run_1/layer_met1.png
Bar = 20 um. Cells faint in the background.
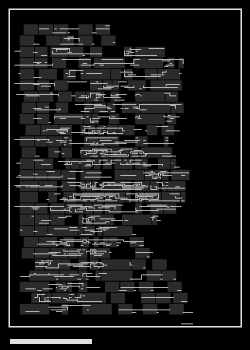
run_1/layer_met3.png
Bar = 20 um. Cells faint in the background.
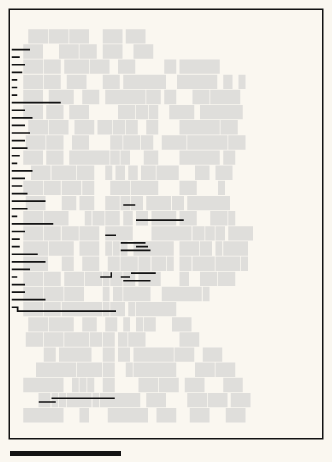
run_1/layer_met2.png
Cells faint in the background.
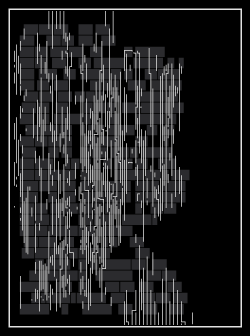
### src/rtl/alarm_pkg.sv
// Shared state encodings and constants for the alarm trigger slice.
package alarm_pkg;
   typedef enum logic [1:0] {
      IDLE    = 2'd0,
      ARMED   = 2'd1,
      RINGING = 2'd2,
      SNOOZE  = 2'd3
   } state_t;

   localparam int BCD_W = 16;
   localparam logic [BCD_W-1:0] LED_ON = 16'hFFFF;
endpackage

### src/rtl/sec_countdown.sv
// Loadable 8-bit seconds down-counter; done pulses on the tick that leaves 1.
module sec_countdown (
   input  logic       clk,
   input  logic       reset,
   input  logic       load,
   input  logic [7:0] load_val,
   input  logic       tick,
   output logic       done
);
   logic [7:0] count;

   always_ff @(posedge clk) begin
      if (reset)
         count <= '0;
      else if (load)
         count <= load_val;
      else if (tick && count != 8'd0)
         count <= count - 8'd1;
   end

   assign done = tick && (count == 8'd1);
endmodule

### src/rtl/alarm_trigger.sv
// Alarm match detection plus ring/snooze/dismiss state machine driving
// the buzzer enable and LED bank.
module alarm_trigger
   import alarm_pkg::*;
#(
   parameter int RING_SECS   = 30,
   parameter int SNOOZE_SECS = 10,
   parameter int MAX_SNOOZE  = 3
) (
   input  logic             clk,
   input  logic             reset,
   input  logic             sec_tick,
   input  logic [BCD_W-1:0] time_now,
   input  logic [BCD_W-1:0] alarm,
   input  logic             alarm_en,
   input  logic             set_mode,
   input  logic             push_c,
   input  logic             push_u,
   output logic             ringing,
   output logic [BCD_W-1:0] led,
   output logic             missed,
   output logic [1:0]       state
);
   localparam logic [7:0] RING_LD   = 8'(RING_SECS);
   localparam logic [7:0] SNOOZE_LD = 8'(SNOOZE_SECS);
   localparam logic [2:0] MAX_SNZ   = 3'(MAX_SNOOZE);

   state_t     st;
   logic       match;
   logic       match_q;
   logic       fire;
   logic       dismiss;
   logic       blink;
   logic [2:0] snz_cnt;
   logic       cnt_load;
   logic [7:0] cnt_val;
   logic       cnt_done;

   function automatic logic [BCD_W-1:0] led_pattern(input state_t s, input logic b,
                                                    input logic [2:0] n);
      logic [BCD_W-1:0] p;
      p = '0;
      if (s == RINGING) begin
         p = b ? LED_ON : '0;
      end else if (s == SNOOZE) begin
         if (n >= 3'd3)
            p[2:0] = 3'b111;
         else if (n == 3'd2)
            p[2:0] = 3'b011;
         else if (n == 3'd1)
            p[2:0] = 3'b001;
      end
      return p;
   endfunction

   // Edge-qualified match: one fire per entry into the matching time.
   assign match   = (time_now == alarm);
   assign fire    = match && !match_q && !set_mode;
   assign dismiss = push_c || set_mode;
   assign state   = st;

   // The shared timer reloads on entry to RINGING (ring length) or SNOOZE.
   always_comb begin
      cnt_load = 1'b0;
      cnt_val  = RING_LD;
      case (st)
         ARMED:   cnt_load = alarm_en && fire;
         RINGING: begin
            if (alarm_en && !dismiss && push_u && snz_cnt < MAX_SNZ) begin
               cnt_load = 1'b1;
               cnt_val  = SNOOZE_LD;
            end
         end
         SNOOZE:  cnt_load = alarm_en && !dismiss && cnt_done;
         default: cnt_load = 1'b0;
      endcase
   end

   sec_countdown u_countdown (
      .clk      (clk),
      .reset    (reset),
      .load     (cnt_load),
      .load_val (cnt_val),
      .tick     (sec_tick),
      .done     (cnt_done)
   );

   always_ff @(posedge clk) begin
      if (reset) begin
         st      <= IDLE;
         match_q <= 1'b0;
         blink   <= 1'b0;
         snz_cnt <= '0;
         missed  <= 1'b0;
         ringing <= 1'b0;
         led     <= '0;
      end else begin
         match_q <= match;
         ringing <= (st == RINGING);
         led     <= led_pattern(st, blink, snz_cnt);
         if (push_c)
            missed <= 1'b0;

         case (st)
            IDLE: begin
               if (alarm_en)
                  st <= ARMED;
            end
            ARMED: begin
               if (!alarm_en) begin
                  st <= IDLE;
               end else if (fire) begin
                  st      <= RINGING;
                  blink   <= 1'b1;
                  snz_cnt <= '0;
               end
            end
            RINGING: begin
               if (!alarm_en) begin
                  st <= IDLE;
               end else if (dismiss) begin
                  st     <= ARMED;
                  missed <= 1'b0;
               end else if (push_u && snz_cnt < MAX_SNZ) begin
                  st      <= SNOOZE;
                  snz_cnt <= snz_cnt + 3'd1;
               end else if (cnt_done) begin
                  st     <= ARMED;
                  missed <= 1'b1;
               end else if (sec_tick) begin
                  blink <= !blink;
               end
            end
            SNOOZE: begin
               if (!alarm_en) begin
                  st <= IDLE;
               end else if (dismiss) begin
                  st <= ARMED;
               end else if (cnt_done) begin
                  st    <= RINGING;
                  blink <= 1'b1;
               end
            end
         endcase
      end
   end
endmodule

### config.mk
export PLATFORM = sky130hd
export DESIGN_NAME = alarm_trigger
export DESIGN_NICKNAME = d
export VERILOG_FILES = /design/src/rtl/alarm_pkg.sv /design/src/rtl/sec_countdown.sv /design/src/rtl/alarm_trigger.sv
export SDC_FILE = /design/constraint.sdc
export NUM_CORES = 1
export LEC_CHECK = 0
export CAP_MARGIN = 0
export CORE_ASPECT_RATIO = 1.4
export CORE_MARGIN = 2
export CORE_UTILIZATION = 38
export CTS_CLUSTER_SIZE = 40
export DETAILED_ROUTE_END_ITERATION = 16
export PLACE_DENSITY = 0.8
export SETUP_SLACK_MARGIN = 0.2
export SYNTH_ARGS = -nofsm -noshare
export SYNTH_HDL_FRONTEND = slang
export SYNTH_SLANG_ARGS = --single-unit
### constraint.sdc
create_clock -name clk -period 2.15 [get_ports clk]
set_input_delay 0.43 -clock clk [delete_from_list [all_inputs] [get_ports clk]]
set_output_delay 0.43 -clock clk [all_outputs]
set_load 0.02 [all_outputs]
==> results.py, run 1 <==
# Auto-generated metrics
metrics = {
    "outcome": {
        "outcome": "finished clean",
    },
    "layout": {
        "largest_cell_class": "multi-input combinational cells",
        "nFillCells": 319,
        "clk_share_pct": 2.12,
        "final_layout_top_logic_cells": "clkdlybuf4s50_1, xor2_1, dfxtp_1",
        "diodes": 0,
        "top_register": "u_countdown.count",
        "layout.cells.non_filler": 261,
        "drive_above_1_share_pct": 14.6,
        "sh_seq_area_pct": 20.0,
        "syn_to_final_growth_pct": 47.7,
        "num-clock-buffers": 4,
        "finish.utilization_pct": 58.3,
        "fin_area_um2": 2120,
    },
    "logic_synthesis": {
        "ys_sh_aoi_pct": 14.2,
        "syn_nets": 208,
        "adder_share_pct": 6.09,
        "syn_area_um2": 1440,
        "yosys.area_share.xor_xnor_pct": 13.4,
        "area_leaders": "dfxtp_1, xor2_1, buf_4",
        "top_cell_area_share_pct": 29.2,
        "ys_async_sr_fraction_pct": 0,
        "mux_share_pct": 0.783,
        "ys_area_um2": 1440,
        "ys_top_cells_by_count": "dfxtp_1, xor2_1, buf_4",
        "syn_area_per_cell_um2": 8.88,
        "edf_count": 0,
        "yosys_most_used_dff": "dfxtp_1",
        "top_cell": "dfxtp_1",
        "ys_types": 43,
        "synth_warnings": 0,
    },
    "drt": {
        "routed.top_layer": "met4",
        "viasPerCell": 5.44,
        "met3_length_um": 157,
        "dr.first_iter.drc_count": 48,
        "num_vias": 1421,
        "ant_nets": 0,
        "wl_met2_mm": 2.11,
    },
    "clocking": {
        "cts_sinks": 21,
        "cts_tree": "done",
        "post_cts_buffers": 0,
        "cts_hold_buf": 0,
        "clk_pin_slew_worst_paths_ns": 0.07,
        "cts-buffers-inserted": 3,
        "h-tree-depth": 1,
        "cts_max_path_buffers": 2,
    },
    "final_timing": {
        "fmax_mhz": 516,
        "slew_headroom_pct": 68.9,
        "clock_skew_ns": 0.00325,
        "worst_hold_slack_ns": 0.507,
        "setup_tns_ns": 0,
        "setup_viol": 0,
        "period_needed_ns": 1.94,
    },
    "pwr": {
        "p_clk_uw": 251,
        "p_int_uw": 938,
        "powerSeq_uw": 572,
        "max-vdd-ir-drop_uv": 406,
        "swShare_pct": 36.6,
        "power_density_nw_per_um2": 696,
    },
    "floorplanning": {
        "initial_core_util_pct": 39.5,
        "io_pins": 59,
        "fp.dieH_um": 76.8,
        "tapCellCount": 42,
        "core_area_um2": 3640,
        "rows": 26,
    },
    "placement": {
        "dp_hpwl_mm": 2.90,
        "dpl_cell_area_um2": 2030,
        "gp_congestion": 0.804,
        "numPlacedInstances": 257,
        "placement.io_buffers": 58,
    },
    "job": {
        "cap_viol_max_count": 0,
    },
    "global_routing": {
        "busiest_layer": "met2",
        "grt_use_total_pct": 16.3,
        "use_met3_pct": 1.69,
        "met2_usage_pct": 34.1,
        "antenna_found_initial": 0,
        "grt_pass1_vias": 1407,
    },
    "setup_path": {
        "reg2reg_to": "u_countdown.count[7]",
        "cp_max_fo": 2,
        "path_buffers": 3,
        "critPathCaptureType": "flip-flop",
        "critical_path_class": "input port to flip-flop",
        "max_stage_delay_ns": 0.47,
        "r2r_start": "u_countdown.count[1]",
    },
    "min_path": {
        "hold_depth": 2,
        "worstHoldStart": "blink",
        "hold_end": "led[14]",
    },
}
-- layer_met1.png (at the start) --
- longest straight run: 12.4 um
- share of all routed wire: 36%
- main direction: horizontal

-- layer_met3.png (at the start) --
- longest straight run: 17.5 um
- nets with wire on the layer: 45
- share of all routed wire: 4.4%
- wire length on this layer: 158 um
- main direction: horizontal

-- layer_met2.png (at the start) --
- longest straight run: 32.6 um
- nets with wire on the layer: 237

==> run 2, diff against run 1 <==
TNS_END_PERCENT = 100   (was not set)
==> run 2 against run 1 <==
  * Largest power group unchanged
  * Clock power about the same
  * Highest routed layer unchanged
  * Sequential cell count unchanged
  * Sequential share of layout area is the same
  * Critical path type unchanged
  * Combinational power hardly changed
  * Count of clock-buffer cells in the layout stayed put
==> results.py, run 2 <==
# Auto-generated metrics
metrics = {
    "layout": {
        "drive_above_1_share_pct": 14.6,
        "syn_to_final_growth_pct": 47.7,
        "fin_area_um2": 2120,
        "final_layout_top_logic_cells": "clkdlybuf4s50_1, xor2_1, dfxtp_1",
        "top_register": "u_countdown.count",
        "largest_cell_class": "multi-input combinational cells",
        "clk_share_pct": 2.12,
        "finish.utilization_pct": 58.3,
        "diodes": 0,
        "num-clock-buffers": 4,
        "buf_share_pct": 31.7,
        "nFillCells": 319,
    },
    "logic_synthesis": {
        "edf_count": 0,
        "syn_area_per_cell_um2": 8.88,
        "area_leaders": "dfxtp_1, xor2_1, buf_4",
        "ys_top_cells_by_count": "dfxtp_1, xor2_1, buf_4",
        "ys_async_sr_fraction_pct": 0,
        "top_cell_area_share_pct": 29.2,
        "ys_types": 43,
        "ys_sh_aoi_pct": 14.2,
        "top_cell": "dfxtp_1",
        "syn_nets": 208,
        "adder_share_pct": 6.09,
        "mux_share_pct": 0.783,
        "yosys.area_share.xor_xnor_pct": 13.4,
        "syn_area_um2": 1440,
        "synth_warnings": 0,
        "ys_area_um2": 1440,
    },
    "setup_path": {
        "r2r_start": "u_countdown.count[1]",
        "cp_slowest_cell": "clkdlybuf4s50_1",
        "reg2reg_to": "u_countdown.count[7]",
        "critPathCaptureType": "flip-flop",
        "critical_path_class": "input port to flip-flop",
        "max_stage_delay_ns": 0.47,
        "cp_max_fo": 2,
        "path_buffers": 3,
    },
    "pwr": {
        "p_int_uw": 938,
        "powerSeq_uw": 572,
        "power_density_nw_per_um2": 696,
        "p_clk_uw": 251,
        "max-vdd-ir-drop_uv": 406,
        "p_leak_nw": 0.840,
        "swShare_pct": 36.6,
    },
    "final_timing": {
        "worstMarginPinSlew_ns": 0.465,
        "worst_hold_slack_ns": 0.507,
        "setup_viol": 0,
        "slew_headroom_pct": 68.9,
        "clock_skew_ns": 0.00325,
        "setup_tns_ns": 0,
    },
    "global_routing": {
        "grt_use_total_pct": 16.3,
        "busiest_layer": "met2",
        "met2_usage_pct": 34.1,
        "use_met3_pct": 1.69,
        "antenna_found_initial": 0,
    },
    "min_path": {
        "hold_end": "led[14]",
        "worstHoldStart": "blink",
        "hold_depth": 2,
    },
    "floorplanning": {
        "initial_core_util_pct": 39.5,
        "io_pins": 59,
        "core_area_um2": 3640,
        "fp.dieH_um": 76.8,
    },
    "drt": {
        "dr.first_iter.drc_count": 48,
        "m1WireLength_mm": 1.30,
        "viasPerCell": 5.44,
        "num_vias": 1421,
        "met3_length_um": 157,
    },
    "clocking": {
        "clk_pin_slew_worst_paths_ns": 0.07,
        "cts-buffers-inserted": 3,
        "cts_sinks": 21,
        "cts_tree": "done",
        "cts_hold_buf": 0,
        "h-tree-depth": 1,
    },
    "outcome": {
        "outcome": "finished clean",
    },
    "placement": {
        "placement.io_buffers": 58,
        "gp_congestion": 0.804,
        "dpl_cell_area_um2": 2030,
    },
    "job": {
        "cap_viol_max_count": 0,
    },
}
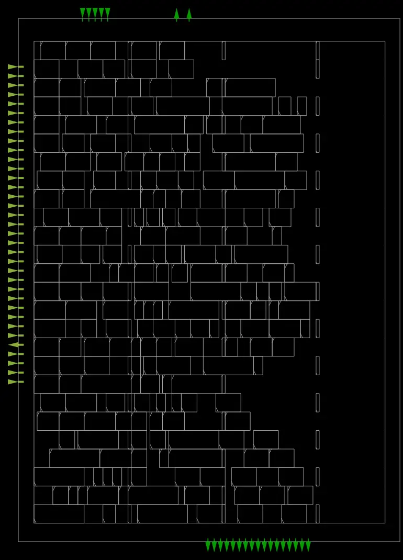
run_2/placement.png
Core Rows: 26
Seq area share: 20.0%
fin cells: 261

==> run 3, diff against run 2 <==
ABC_AREA = 1   (was not set)
PLACE_DENSITY = 0.78   (was 0.8)
SETUP_SLACK_MARGIN = not set   (was 0.2)
==> run 3 against run 2 <==
  * Synthesized cell count rose by 60%
  * Sequential cell count did not move
  * Register-to-register slack improved by 0.20 ns
  * Combinational power fell by 15%
  * Final area rose by 4.8%
  * Sequential share of layout area fell by 1.1 points
  * Clock power rose by 5%
  * Worst setup slack improved by 0.059 ns
  * First-iteration DRC count fell by 33%
  * Power fell by 12%
  * Largest cell class unchanged
  * Largest power group unchanged
  * Highest routed layer unchanged
==> results.py, run 3 <==
# Auto-generated metrics
metrics = {
    "pwr": {
        "max-vdd-ir-drop_uv": 434,
        "pg_comb_uw": 556,
        "power_density_nw_per_um2": 587,
        "p_clk_uw": 263,
        "swShare_pct": 36.6,
        "p_leak_nw": 1.07,
    },
    "clocking": {
        "cts_tree": "done",
        "cts_sinks": 21,
        "clk_pin_slew_worst_paths_ns": 0.08,
        "h-tree-depth": 1,
        "cts_hold_buf": 0,
        "cts-buffers-inserted": 3,
    },
    "layout": {
        "top_register": "u_countdown.count",
        "comb_share_pct": 41.7,
        "num-clock-buffers": 3,
        "drive_above_1_share_pct": 8.71,
        "final_layout_top_logic_cells": "clkdlybuf4s50_1, nand2_1, nor2_1",
        "nFillCells": 410,
        "fin_area_um2": 2230,
        "buf_share_pct": 26.7,
        "clk_share_pct": 2.08,
        "diodes": 0,
        "syn_to_final_growth_pct": 37.2,
        "finish.utilization_pct": 53.4,
    },
    "floorplanning": {
        "dieArea_um2": 4820,
        "initial_core_util_pct": 38.9,
        "fp.dieH_um": 81.3,
    },
    "drt": {
        "met3_length_um": 263,
        "wire_per_inst_um": 9.86,
        "m1WireLength_mm": 1.37,
        "num_vias": 1633,
        "dr.first_iter.drc_count": 32,
        "viasPerCell": 4.60,
    },
    "placement": {
        "placement.io_buffers": 58,
        "gp_congestion": 0.917,
        "dpl_cell_area_um2": 2180,
    },
    "global_routing": {
        "grt_use_total_pct": 15.6,
        "use_met3_pct": 2.39,
        "met2_usage_pct": 30.7,
        "busiest_layer": "met2",
    },
    "final_timing": {
        "setup_tns_ns": 0,
        "worst_hold_slack_ns": 0.535,
        "slew_headroom_pct": 78.3,
        "rsz0062_at_grt": "false",
        "clock_skew_ns": 0.00601,
    },
    "logic_synthesis": {
        "top_cell_area_share_pct": 25.9,
        "ys_sh_aoi_pct": 7.56,
        "top_cell": "nand2_1",
        "mux_share_pct": 0,
        "edf_count": 0,
        "topCombFamilyByArea": "simple AND/OR/NAND/NOR gates",
        "ys_top_cells_by_count": "nand2_1, nor2_1, inv_1",
        "syn_nets": 305,
        "syn_area_per_cell_um2": 6.27,
        "ys_async_sr_fraction_pct": 0,
        "ys_area_um2": 1620,
        "syn_area_um2": 1620,
        "yosys.area_share.xor_xnor_pct": 5.94,
    },
    "setup_path": {
        "critical_path_class": "flip-flop to output pin",
        "reg2reg_to": "snz_cnt[2]",
        "cp_slowest_cell": "clkdlybuf4s50_1",
        "path_cells": "clkdlybuf4s50_1",
        "cp_max_fo": 13,
        "critPathCaptureType": "output pin",
        "path_buffers": 1,
        "max_stage_delay_ns": 0.68,
        "r2r_start": "state[1]",
    },
    "job": {
        "cap_viol_max_count": 0,
    },
    "outcome": {
        "outcome": "finished clean",
    },
    "min_path": {
        "hold_depth": 4,
        "hold_end": "blink",
    },
}
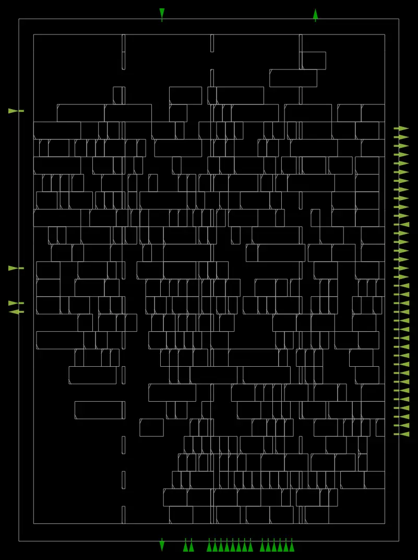
run_3/placement.png
fin cells: 355
Core Rows: 28
Seq area share: 18.9%
sequential cells: 21
CORE AREA: 4170 um2

Power figures rest on the tool's default switching activity, not on a simulated workload.
